**Run 1: wiring by layer**

Scale: 6 px per µm. Only two layers are drawn.
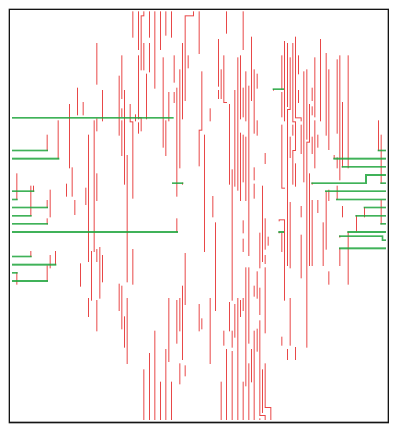
**Run 1: wires at chosen ports, followed through buffers**

Scale: 4 px per µm.
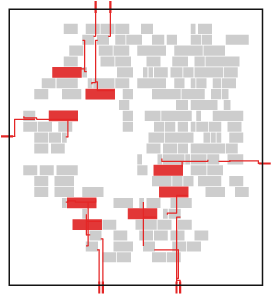
**Run 1: ports around the boundary**

Scale: 6 px per µm. Pins as bars across the die edge, other pins in grey.
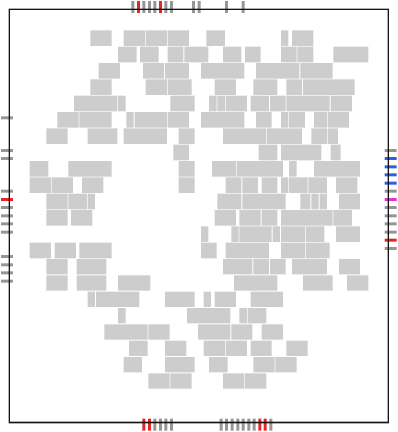
**Run 1: placement view**

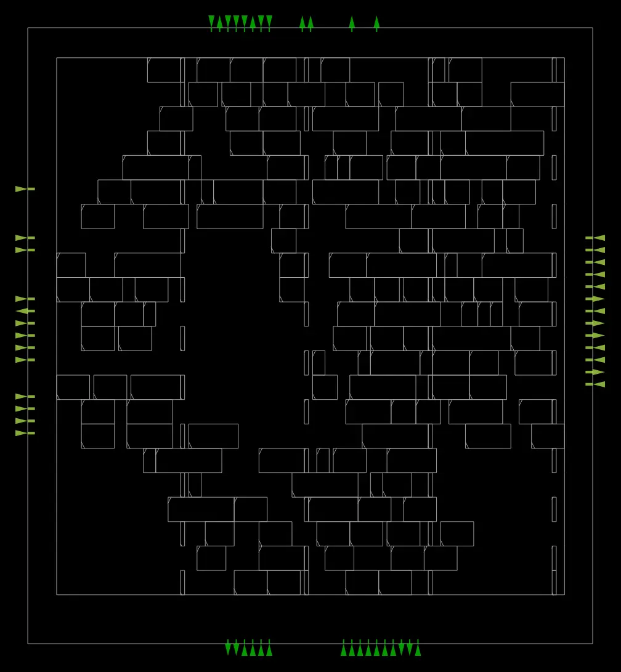
`config.mk`:
```
export PLATFORM = sky130hd
export DESIGN_NAME = rr_mux_arbiter
export DESIGN_NICKNAME = d
export VERILOG_FILES = /design/src/rtl/rr_mux_arbiter.sv
export SDC_FILE = /design/constraint.sdc
export NUM_CORES = 1
export LEC_CHECK = 0
export CAP_MARGIN = 20
export CELL_PAD_IN_SITES_DETAIL_PLACEMENT = 0
export CELL_PAD_IN_SITES_GLOBAL_PLACEMENT = 1
export CORE_ASPECT_RATIO = 1.1
export CORE_MARGIN = 3
export CORE_UTILIZATION = 22
export CTS_CLUSTER_DIAMETER = 100
export CTS_CLUSTER_SIZE = 16
export DETAILED_ROUTE_END_ITERATION = 8
export GPL_TIMING_DRIVEN = 0
export PLACE_DENSITY = 0.86
export SLEW_MARGIN = 20
export SYNTH_ARGS = -nofsm -noshare
export SYNTH_HDL_FRONTEND = slang
export SYNTH_SLANG_ARGS = --single-unit
```
`constraint.sdc`:
```
create_clock -name clk -period 1.6 [get_ports clk]
set_clock_uncertainty 0.1 [all_clocks]
set_input_delay 0.32 -clock clk [delete_from_list [all_inputs] [get_ports clk]]
set_output_delay 0.32 -clock clk [all_outputs]
set_load 0.03 [all_outputs]
```
`src/rtl/rr_mux_arbiter.sv`:
```
// Round-robin N:1 vector mux with a single registered output stage.
// Define RR_MUX_ARBITER_LOCK_EN to add in_lock, which pins the grant to one requester.
module rr_mux_arbiter #(
  parameter int BIT_WIDTH   = 8,
  parameter int NUM_VECTORS = 4
) (
  input  logic                            clk,
  input  logic                            reset,
  input  logic [NUM_VECTORS-1:0]          in_valid,
  input  logic [NUM_VECTORS*BIT_WIDTH-1:0] in_data,
`ifdef RR_MUX_ARBITER_LOCK_EN
  input  logic [NUM_VECTORS-1:0]          in_lock,
`endif
  output logic [NUM_VECTORS-1:0]          in_ready,
  output logic                            out_valid,
  output logic [BIT_WIDTH-1:0]            out_data,
  output logic [$clog2(NUM_VECTORS)-1:0]  out_sel,
  input  logic                            out_ready
);
  localparam int SEL_W = $clog2(NUM_VECTORS);

  logic                   out_valid_q, out_valid_d;
  logic [BIT_WIDTH-1:0]   out_data_q, out_data_d;
  logic [SEL_W-1:0]       out_sel_q, out_sel_d;
  logic [SEL_W-1:0]       ptr_q, ptr_d;
  logic [NUM_VECTORS-1:0] elig;
  logic                   grant_vld;
  logic [SEL_W-1:0]       grant_idx;
  logic                   load;
  logic                   xfer;

`ifdef RR_MUX_ARBITER_LOCK_EN
  logic lock_q, lock_d;
  // While locked, ptr already points at the owner, so only that bit stays eligible.
  assign elig = lock_q ? (in_valid & (NUM_VECTORS'(1) << ptr_q)) : in_valid;
`else
  assign elig = in_valid;
`endif

  // Search from ptr upward; the reverse loop lets the closest requester win.
  always_comb begin
    logic [SEL_W-1:0] idx;
    idx       = '0;
    grant_vld = 1'b0;
    grant_idx = '0;
    for (int k = NUM_VECTORS - 1; k >= 0; k--) begin
      idx = ptr_q + SEL_W'(k);
      if (elig[idx]) begin
        grant_vld = 1'b1;
        grant_idx = idx;
      end
    end
  end

  assign load     = !reset && (!out_valid_q || out_ready);
  assign xfer     = load && grant_vld;
  assign in_ready = xfer ? (NUM_VECTORS'(1) << grant_idx) : '0;

  always_comb begin
    out_valid_d = out_valid_q;
    out_data_d  = out_data_q;
    out_sel_d   = out_sel_q;
    ptr_d       = ptr_q;
`ifdef RR_MUX_ARBITER_LOCK_EN
    lock_d      = lock_q;
`endif
    if (xfer) begin
      out_valid_d = 1'b1;
      out_data_d  = in_data[int'(grant_idx)*BIT_WIDTH +: BIT_WIDTH];
      out_sel_d   = grant_idx;
      ptr_d       = grant_idx + SEL_W'(1);
`ifdef RR_MUX_ARBITER_LOCK_EN
      lock_d      = in_lock[grant_idx];
      if (in_lock[grant_idx]) ptr_d = grant_idx;
`endif
    end else if (load) begin
      out_valid_d = 1'b0;
    end
  end

  always_ff @(posedge clk) begin
    if (reset) begin
      out_valid_q <= 1'b0;
      out_data_q  <= '0;
      out_sel_q   <= '0;
      ptr_q       <= '0;
`ifdef RR_MUX_ARBITER_LOCK_EN
      lock_q      <= 1'b0;
`endif
    end else begin
      out_valid_q <= out_valid_d;
      out_data_q  <= out_data_d;
      out_sel_q   <= out_sel_d;
      ptr_q       <= ptr_d;
`ifdef RR_MUX_ARBITER_LOCK_EN
      lock_q      <= lock_d;
`endif
    end
  end

  assign out_valid = out_valid_q;
  assign out_data  = out_data_q;
  assign out_sel   = out_sel_q;
endmodule

```
==> flow_summary.html, run 1 <==
<p>Metrics extracted from the flow reports.</p>
<table>
<tr><th>Metric</th><th>Value</th></tr>
<tr><th colspan="2">Finish</th></tr>
<tr><td>Reg area</td><td>between 200 and 300 µm²</td></tr>
<tr><td>Buffer share of cell area</td><td>40.7%</td></tr>
<tr><td>Number of clock-tree buffers in the layout</td><td>4</td></tr>
<tr><td>Leading cell category by total area</td><td>buffers</td></tr>
<tr><td>Number of nets in the layout</td><td>~190</td></tr>
<tr><td>Commonest non-fill, non-tap cells in the layout</td><td>sky130_fd_sc_hd__clkdlybuf4s50_1 (34), sky130_fd_sc_hd__buf_4 (14), sky130_fd_sc_hd__mux2i_1 (12), sky130_fd_sc_hd__dlygate4sd2_1 (12), sky130_fd_sc_hd__dfxtp_1 (10)</td></tr>
<tr><td>Most numerous logic cell after layout</td><td>sky130_fd_sc_hd__clkdlybuf4s50_1</td></tr>
<tr><td>Number of multi-input combinational cells in the layout</td><td>a little over 60</td></tr>
<tr><td>Signed area change from the synthesized netlist to the final layout</td><td>115%</td></tr>
<tr><td>Non-clock buffer count</td><td>between 70 and 80</td></tr>
<tr><td>Combined area of the multi-input logic cells</td><td>between 600 and 700 µm²</td></tr>
<tr><td>Clock network area share</td><td>1.56%</td></tr>
<tr><th colspan="2">Final timing</th></tr>
<tr><td>Total negative slack for setup checks</td><td>-4410 ps</td></tr>
<tr><td>Final setup viols</td><td>13</td></tr>
<tr><td>Tightest hold margin</td><td>between 300 and 400 ps</td></tr>
<tr><td>Final worst-path setup slack</td><td>-599 ps</td></tr>
<tr><td>RSZ-0062 raised after global routing</td><td>true</td></tr>
<tr><td>Actual transition at the worst max-transition pin</td><td>approximately 370 ps</td></tr>
<tr><td>Post-layout minimum cycle time</td><td>between 2000 and 2500 ps</td></tr>
<tr><th colspan="2">Clocking</th></tr>
<tr><td>H-tree depth reported by CTS</td><td>1</td></tr>
<tr><td>Clock sink total</td><td>13</td></tr>
<tr><td>Clock tree root buffer cell</td><td>sky130_fd_sc_hd__clkbuf_4</td></tr>
<tr><td>Number of hold buffers added after cts</td><td>0</td></tr>
<tr><td>Number of buffers added by the clock tree synthesis step</td><td>3</td></tr>
<tr><td>TritonCTS clock tree</td><td>yes</td></tr>
<tr><th colspan="2">Yosys</th></tr>
<tr><td>Average instance area after synthesis</td><td>about 9.7 µm²</td></tr>
<tr><td>Mapped Area</td><td>between 700 and 800 µm²</td></tr>
<tr><td>Largest area contributor in the synthesized netlist</td><td>sky130_fd_sc_hd__dfxtp_1</td></tr>
<tr><td>Xor/xnor share</td><td>1.12%</td></tr>
<tr><td>Number of synthesized register bits</td><td>13</td></tr>
<tr><td>Synth Seq Share</td><td>between 30% and 40%</td></tr>
<tr><td>Total cells reported by yosys after synthesis</td><td>about 81</td></tr>
<tr><td>Synth cell types</td><td>20</td></tr>
<tr><td>Adder Share, Synth</td><td>0%</td></tr>
<tr><td>Main area contributors</td><td>sky130_fd_sc_hd__dfxtp_1 (33%), sky130_fd_sc_hd__mux2i_1 (24%), sky130_fd_sc_hd__o221ai_2 (13%)</td></tr>
<tr><th colspan="2">Critical path</th></tr>
<tr><td>Most used cell along the critical path</td><td>sky130_fd_sc_hd__buf_12</td></tr>
<tr><td>Launching point of the worst reg2reg path</td><td>ptr_q[1]</td></tr>
<tr><td>Startpoint kind of the worst setup timing path</td><td>register</td></tr>
<tr><td>Number of logic stages on the critical path including buffering</td><td>8</td></tr>
<tr><td>Worst setup path endpoint</td><td>in_ready[3]</td></tr>
<tr><td>Register-to-register path setup slack</td><td>-230 ps</td></tr>
<tr><td>Highest net fanout along the worst path</td><td>5</td></tr>
<tr><td>R2r endpoint</td><td>out_data[2]</td></tr>
<tr><td>WS Path Type</td><td>register to primary output</td></tr>
<tr><td>Buffer-and-inverter tally for the worst setup path</td><td>3</td></tr>
<tr><th colspan="2">Run status</th></tr>
<tr><td>Status</td><td>finished with violations</td></tr>
<tr><td>Failing checks</td><td>negative setup slack</td></tr>
<tr><th colspan="2">Power</th></tr>
<tr><td>Cell leakage power</td><td>0.000689 µW</td></tr>
<tr><td>Power Total</td><td>approximately 1300 µW</td></tr>
<tr><td>IR Drop Worst-Case VDD</td><td>approximately 0.32 mV</td></tr>
<tr><th colspan="2">Drt</th></tr>
<tr><td>DR pass1 iterations</td><td>4</td></tr>
<tr><td>Detailed route wirelength on metal2</td><td>1.56 mm</td></tr>
<tr><td>Top layer used by detailed routing</td><td>met4</td></tr>
<tr><td>Number of routed nets with antenna violations</td><td>0</td></tr>
<tr><td>First-iteration detailed-routing DRC count</td><td>21</td></tr>
<tr><th colspan="2">Global route</th></tr>
<tr><td>Most heavily used metal layer in global routing</td><td>met2</td></tr>
<tr><td>Number of antenna violations at the first check in global routing</td><td>0</td></tr>
<tr><td>Global-route wire length before repair</td><td>around 4.5 mm</td></tr>
<tr><td>Number of global-route vias before repair</td><td>~930</td></tr>
<tr><td>Global router's overall resource usage</td><td>13.5%</td></tr>
<tr><td>Met1 GRT Util</td><td>~14%</td></tr>
<tr><th colspan="2">Worst hold path</th></tr>
<tr><td>Cells on Worst Hold Path</td><td>2</td></tr>
<tr><th colspan="2">Run</th></tr>
<tr><td>Max-cap check violation count</td><td>0</td></tr>
<tr><th colspan="2">Floorplan</th></tr>
<tr><td>Num rows</td><td>22</td></tr>
<tr><td>Effective utilization at floorplan</td><td>23.2%</td></tr>
<tr><th colspan="2">Place</th></tr>
<tr><td># placed instances</td><td>182</td></tr>
<tr><td>Dpl ws</td><td>-1420 ps</td></tr>
<tr><td>GP Congestion</td><td>~0.67</td></tr>
<tr><td>Post-DP Area</td><td>1440 µm²</td></tr>
<tr><td>DP Wirelength</td><td>1.94 mm</td></tr>
</table>
Notes on 'wiring by layer' above:
| layer | colour | wire length |
|---|---|---|
| M2 | red | 1560 µm |
| M3 | green | 186 µm |
average wire length per cell after detail routing: 14.2 µm
number of vias in the routed layout: 904
final routed wirelength across all metal layers: 2.85 mm

Notes on 'wires at chosen ports, followed through buffers' above:
| port | colour | bits | direction | edge | end cells | buffers | wire |
|---|---|---|---|---|---|---|---|
| out_data | red | 8 | output | 4 bottom, 2 top, 1 right, 1 left | 8 | 8 | 203 µm |

Notes on 'ports around the boundary' above:
| port | colour | pins | direction | edge |
|---|---|---|---|---|
| in_valid | blue | 4 | input | right |
| out_ready | magenta | 1 | input | right |
| out_data | red | 8 | output | 4 bottom, 2 top, 1 right, 1 left |
all pins by edge: 16 bottom, 13 left, 13 right, 12 top

Notes on 'placement view' above:
Final Core Density: 49.9%
area of the core: 3390 µm²
number of tap cells added at floorplan: 48
Filler cells: 315
registers: 13

## run 1: synthesized netlist by cell type, drive strengths merged
| cell type | number |
|---|---|
| nor3b | 1 |
| nor4 | 1 |
| a2bb2oi | 1 |
| buf | 3 |
| nand2 | 10 |
| mux2i | 19 |
| nor2 | 10 |
| nand3b | 2 |
| a211oi | 2 |
| dfxtp | 13 |
| xnor2 | 1 |
| nor3 | 1 |
| a21oi | 5 |
| o221ai | 8 |
| or3b | 1 |
| inv | 3 |
## run 1: sequential cells by signal (all words and copies together) (netlist names)
name and cells:
out_valid 1, out_sel 2, ptr_q 2, out_data 8
## run 1: power by group
| part | switching [µW] | internal (µW) |
|---|---|---|
| logic | 343 | 375 |
| clock network | 107 | 96.4 |
| registers | 31.8 | 372 |
| total | 482 | 844 |
==> run 1 -> run 2 <==
--- a/config.mk
+++ b/config.mk
@@ -5,6 +5,7 @@
 export SDC_FILE = /design/constraint.sdc
 export NUM_CORES = 1
 export LEC_CHECK = 0
+export ABC_CLOCK_PERIOD_IN_PS = 1600
 export CAP_MARGIN = 20
 export CELL_PAD_IN_SITES_DETAIL_PLACEMENT = 0
 export CELL_PAD_IN_SITES_GLOBAL_PLACEMENT = 1
**Run 2: ports around the boundary**

Scale: 6 px per µm. Pins as bars across the die edge, other pins in grey.
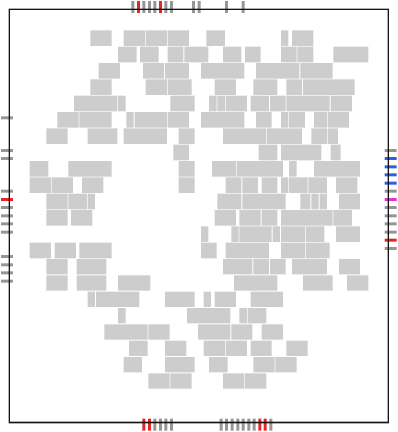
| port | colour | pins | direction | edge |
|---|---|---|---|---|
| out_ready | magenta | 1 | input | right |
| in_valid | blue | 4 | input | right |
| out_data | red | 8 | output | 4 bottom, 2 top, 1 right, 1 left |

**Run 2: placement view**

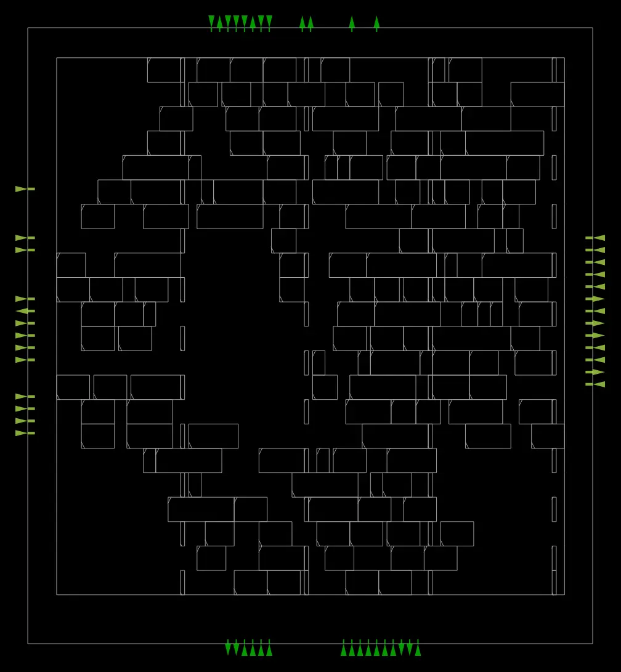
share of cell area taken by flip-flops and latches: 15.9%
non-filler instance count after layout: 201
num rows: 22

==> flow_summary.html, run 2 <==
<p>Metrics extracted from the flow reports.</p>
<table>
<tr><th>Metric</th><th>Value</th></tr>
<tr><th colspan="2">Critical path</th></tr>
<tr><td>Dominant delay contributor by cell family on the critical path</td><td>simple AND/OR/NAND/NOR gates (unchanged)</td></tr>
<tr><td>Number of logic stages on the critical path including buffering</td><td>8 (unchanged)</td></tr>
<tr><td>Worst setup path endpoint</td><td>in_ready[3] (unchanged)</td></tr>
<tr><td>Slowest stage delay, CP</td><td>400 ps (about the same)</td></tr>
<tr><td>Most used cell along the critical path</td><td>sky130_fd_sc_hd__buf_12 (unchanged)</td></tr>
<tr><td>Slowest CP cell</td><td>sky130_fd_sc_hd__dfxtp_4 (unchanged)</td></tr>
<tr><td>Reg2Reg Depth</td><td>9 (unchanged)</td></tr>
<tr><td>Buffer-and-inverter tally for the worst setup path</td><td>3 (unchanged)</td></tr>
<tr><td>Startpoint kind of the worst setup timing path</td><td>register (unchanged)</td></tr>
<tr><td>Register-to-register path setup slack</td><td>-230 ps (about the same)</td></tr>
<tr><td>WS Path Type</td><td>register to primary output (unchanged)</td></tr>
<tr><td>Highest net fanout along the worst path</td><td>5 (unchanged)</td></tr>
<tr><td>R2r endpoint</td><td>out_data[2] (unchanged)</td></tr>
<tr><td>Launching point of the worst reg2reg path</td><td>ptr_q[1] (unchanged)</td></tr>
<tr><th colspan="2">Clocking</th></tr>
<tr><td>H-tree depth reported by CTS</td><td>1 (unchanged)</td></tr>
<tr><td>Clock sink total</td><td>13 (unchanged)</td></tr>
<tr><td>Number of hold buffers added after cts</td><td>0 (unchanged)</td></tr>
<tr><td>Number of buffers added by the clock tree synthesis step</td><td>3 (unchanged)</td></tr>
<tr><td>Later-pin clock latency in the skew report</td><td>270 ps (about the same)</td></tr>
<tr><td>Clock tree root buffer cell</td><td>sky130_fd_sc_hd__clkbuf_4 (unchanged)</td></tr>
<tr><td>TritonCTS clock tree</td><td>yes (unchanged)</td></tr>
<tr><th colspan="2">Run status</th></tr>
<tr><td>Failing checks</td><td>negative setup slack (unchanged)</td></tr>
<tr><td>Status</td><td>finished with violations (unchanged)</td></tr>
<tr><th colspan="2">Yosys</th></tr>
<tr><td>Dominant kind of combinational cell</td><td>multiplexers (unchanged)</td></tr>
<tr><td>Main area contributors</td><td>sky130_fd_sc_hd__dfxtp_1 (33%), sky130_fd_sc_hd__mux2i_1 (24%), sky130_fd_sc_hd__o221ai_2 (13%) (unchanged)</td></tr>
<tr><td>Total cells reported by yosys after synthesis</td><td>81 (unchanged)</td></tr>
<tr><td>Largest area contributor in the synthesized netlist</td><td>sky130_fd_sc_hd__dfxtp_1 (unchanged)</td></tr>
<tr><td>Synth Seq Share</td><td>33.2% (unchanged)</td></tr>
<tr><td>Async S/R FF share, synth</td><td>0% (unchanged)</td></tr>
<tr><td>Leading post-synthesis cells by instance count</td><td>sky130_fd_sc_hd__mux2i_1 (19), sky130_fd_sc_hd__dfxtp_1 (13), sky130_fd_sc_hd__nand2_1 (10), sky130_fd_sc_hd__nor2_1 (10), sky130_fd_sc_hd__o221ai_2 (7) (unchanged)</td></tr>
<tr><td>AND-OR/OR-AND Cells, Area Fraction</td><td>21.2% (unchanged)</td></tr>
<tr><td>Average instance area after synthesis</td><td>9.69 µm² (unchanged)</td></tr>
<tr><td>Adder Share, Synth</td><td>0% (unchanged)</td></tr>
<tr><td>Number of synthesized register bits</td><td>13 (unchanged)</td></tr>
<tr><td>Top_reg_cell synth</td><td>sky130_fd_sc_hd__dfxtp_1 (unchanged)</td></tr>
<tr><td>Synth cell types</td><td>20 (unchanged)</td></tr>
<tr><td>Count of flip-flops with a built-in enable after synthesis</td><td>0 (unchanged)</td></tr>
<tr><td>Top cell type by instance count after synthesis</td><td>sky130_fd_sc_hd__mux2i_1 (unchanged)</td></tr>
<tr><td>Xor/xnor share</td><td>1.12% (unchanged)</td></tr>
<tr><td>Mapped Area</td><td>785 µm² (unchanged)</td></tr>
<tr><th colspan="2">Drt</th></tr>
<tr><td>Average via count per standard cell</td><td>4.50 (unchanged)</td></tr>
<tr><td>Number of routed nets with antenna violations</td><td>0 (unchanged)</td></tr>
<tr><td>Final routed wirelength across all metal layers</td><td>2.85 mm (unchanged)</td></tr>
<tr><td>First-iteration detailed-routing DRC count</td><td>21 (unchanged)</td></tr>
<tr><td>Number of vias in the routed layout</td><td>904 (unchanged)</td></tr>
<tr><td>DR pass1 iterations</td><td>4 (unchanged)</td></tr>
<tr><td>Average wire length per cell after detail routing</td><td>14.2 µm (unchanged)</td></tr>
<tr><th colspan="2">Power</th></tr>
<tr><td>Combinational group power</td><td>719 µW (about the same)</td></tr>
<tr><td>Power attributed to the clock group</td><td>204 µW (about the same)</td></tr>
<tr><td>Clock power share</td><td>15.4% (about the same)</td></tr>
<tr><td>Int Pwr</td><td>844 µW (unchanged)</td></tr>
<tr><td>Cell leakage power</td><td>0.000689 µW (unchanged)</td></tr>
<tr><td>IR Drop Worst-Case VDD</td><td>0.323 mV (unchanged)</td></tr>
<tr><td>Register share of total power</td><td>30.5% (about the same)</td></tr>
<tr><td>Power Total</td><td>1330 µW (unchanged)</td></tr>
<tr><td>Switching part of the total power</td><td>36.4% (unchanged)</td></tr>
<tr><td>Net switching power of the design</td><td>482 µW (unchanged)</td></tr>
<tr><td>Power group with the highest consumption</td><td>combinational cells (unchanged)</td></tr>
<tr><td>Fraction of power consumed by combinational cells</td><td>54.2% (about the same)</td></tr>
<tr><td>Sequential power</td><td>404 µW (about the same)</td></tr>
<tr><th colspan="2">Final timing</th></tr>
<tr><td>Tightest hold margin</td><td>368 ps (unchanged)</td></tr>
<tr><td>Actual transition at the worst max-transition pin</td><td>368 ps (unchanged)</td></tr>
<tr><td>RSZ-0062 raised after global routing</td><td>true (unchanged)</td></tr>
<tr><td>Final worst-path setup slack</td><td>-599 ps (unchanged)</td></tr>
<tr><td>Total negative slack for setup checks</td><td>-4410 ps (unchanged)</td></tr>
<tr><td>Final setup viols</td><td>13 (unchanged)</td></tr>
<tr><td>Post-layout minimum cycle time</td><td>2200 ps (unchanged)</td></tr>
<tr><th colspan="2">Floorplan</th></tr>
<tr><td>Effective utilization at floorplan</td><td>23.2% (unchanged)</td></tr>
<tr><td>Area of the core</td><td>3390 µm² (unchanged)</td></tr>
<tr><td>DIE AREA</td><td>4320 µm² (unchanged)</td></tr>
<tr><th colspan="2">Place</th></tr>
<tr><td># placed instances</td><td>182 (unchanged)</td></tr>
<tr><td>GP Congestion</td><td>0.675 (unchanged)</td></tr>
<tr><td>Dpl ws</td><td>-1420 ps (unchanged)</td></tr>
<tr><td>Post-DP Area</td><td>1440 µm² (unchanged)</td></tr>
<tr><td>DP Wirelength</td><td>1.94 mm (unchanged)</td></tr>
<tr><th colspan="2">Run</th></tr>
<tr><td>Max-cap check violation count</td><td>0 (unchanged)</td></tr>
<tr><td>OpenROAD warnings</td><td>29 (unchanged)</td></tr>
<tr><th colspan="2">Global route</th></tr>
<tr><td>Total overflow reported by the global router</td><td>0 (unchanged)</td></tr>
<tr><td>Met1 GRT Util</td><td>13.9% (unchanged)</td></tr>
<tr><td>Global-route wire length before repair</td><td>4.51 mm (unchanged)</td></tr>
<tr><td>Number of antenna violations at the first check in global routing</td><td>0 (unchanged)</td></tr>
<tr><td>Most heavily used metal layer in global routing</td><td>met2 (unchanged)</td></tr>
<tr><td>Number of global-route vias before repair</td><td>928 (unchanged)</td></tr>
<tr><td>Met3 Usage GRT</td><td>3.89% (unchanged)</td></tr>
<tr><td>Global router's overall resource usage</td><td>13.5% (unchanged)</td></tr>
<tr><th colspan="2">Worst hold path</th></tr>
<tr><td>Cells on Worst Hold Path</td><td>2 (unchanged)</td></tr>
<tr><td>Worst min-delay path category</td><td>register to register (unchanged)</td></tr>
<tr><td>HP Start</td><td>out_data[6] (unchanged)</td></tr>
<tr><th colspan="2">Finish</th></tr>
<tr><td>Filler cells</td><td>315 (unchanged)</td></tr>
<tr><td>Number of antenna cells inserted</td><td>0 (unchanged)</td></tr>
<tr><td>Most numerous logic cell after layout</td><td>sky130_fd_sc_hd__clkdlybuf4s50_1 (unchanged)</td></tr>
<tr><td>Largest register FFs</td><td>8 (unchanged)</td></tr>
<tr><td>Commonest non-fill, non-tap cells in the layout</td><td>sky130_fd_sc_hd__clkdlybuf4s50_1 (34), sky130_fd_sc_hd__buf_4 (14), sky130_fd_sc_hd__mux2i_1 (12), sky130_fd_sc_hd__dlygate4sd2_1 (12), sky130_fd_sc_hd__dfxtp_1 (10) (unchanged)</td></tr>
<tr><td>Final Core Density</td><td>49.9% (unchanged)</td></tr>
<tr><td>Number of nets in the layout</td><td>193 (unchanged)</td></tr>
<tr><td>Signed area change from the synthesized netlist to the final layout</td><td>115% (unchanged)</td></tr>
</table>
## run 2: cell counts after synthesis
Identical to the previous run, type by type.
## run 2: final cells by class
class | instances | area (µm²) | area share [%]
plain buffers | 2 | 31.3 | 1.85
clock buffers | 4 | 26.3 | 1.56
repair buffers | 69 | 656 | 38.8
flip-flops and latches | 13 | 269 | 15.9
well taps | 48 | 60.1 | 3.56
inverters | 3 | 11.3 | 0.667
multi-input cells | 62 | 634 | 37.6
## run 2: repair_timing
| action | CTS | global route |
|---|---|---|
| gates resized | 61 | 14 |
| pin swaps | 5 | 6 |
| buffers inserted | 16 | 1 |
| endpoints found under the setup margin | 25 | 15 |
## run 2: routing by layer
layer	share of wire, %	routed length [µm]
met5	0	0
met4	1.2	34
met1	37	1060
met3	6.5	186
met2	55	1560
No activity file was given, so power comes from the tool's default toggle rates.
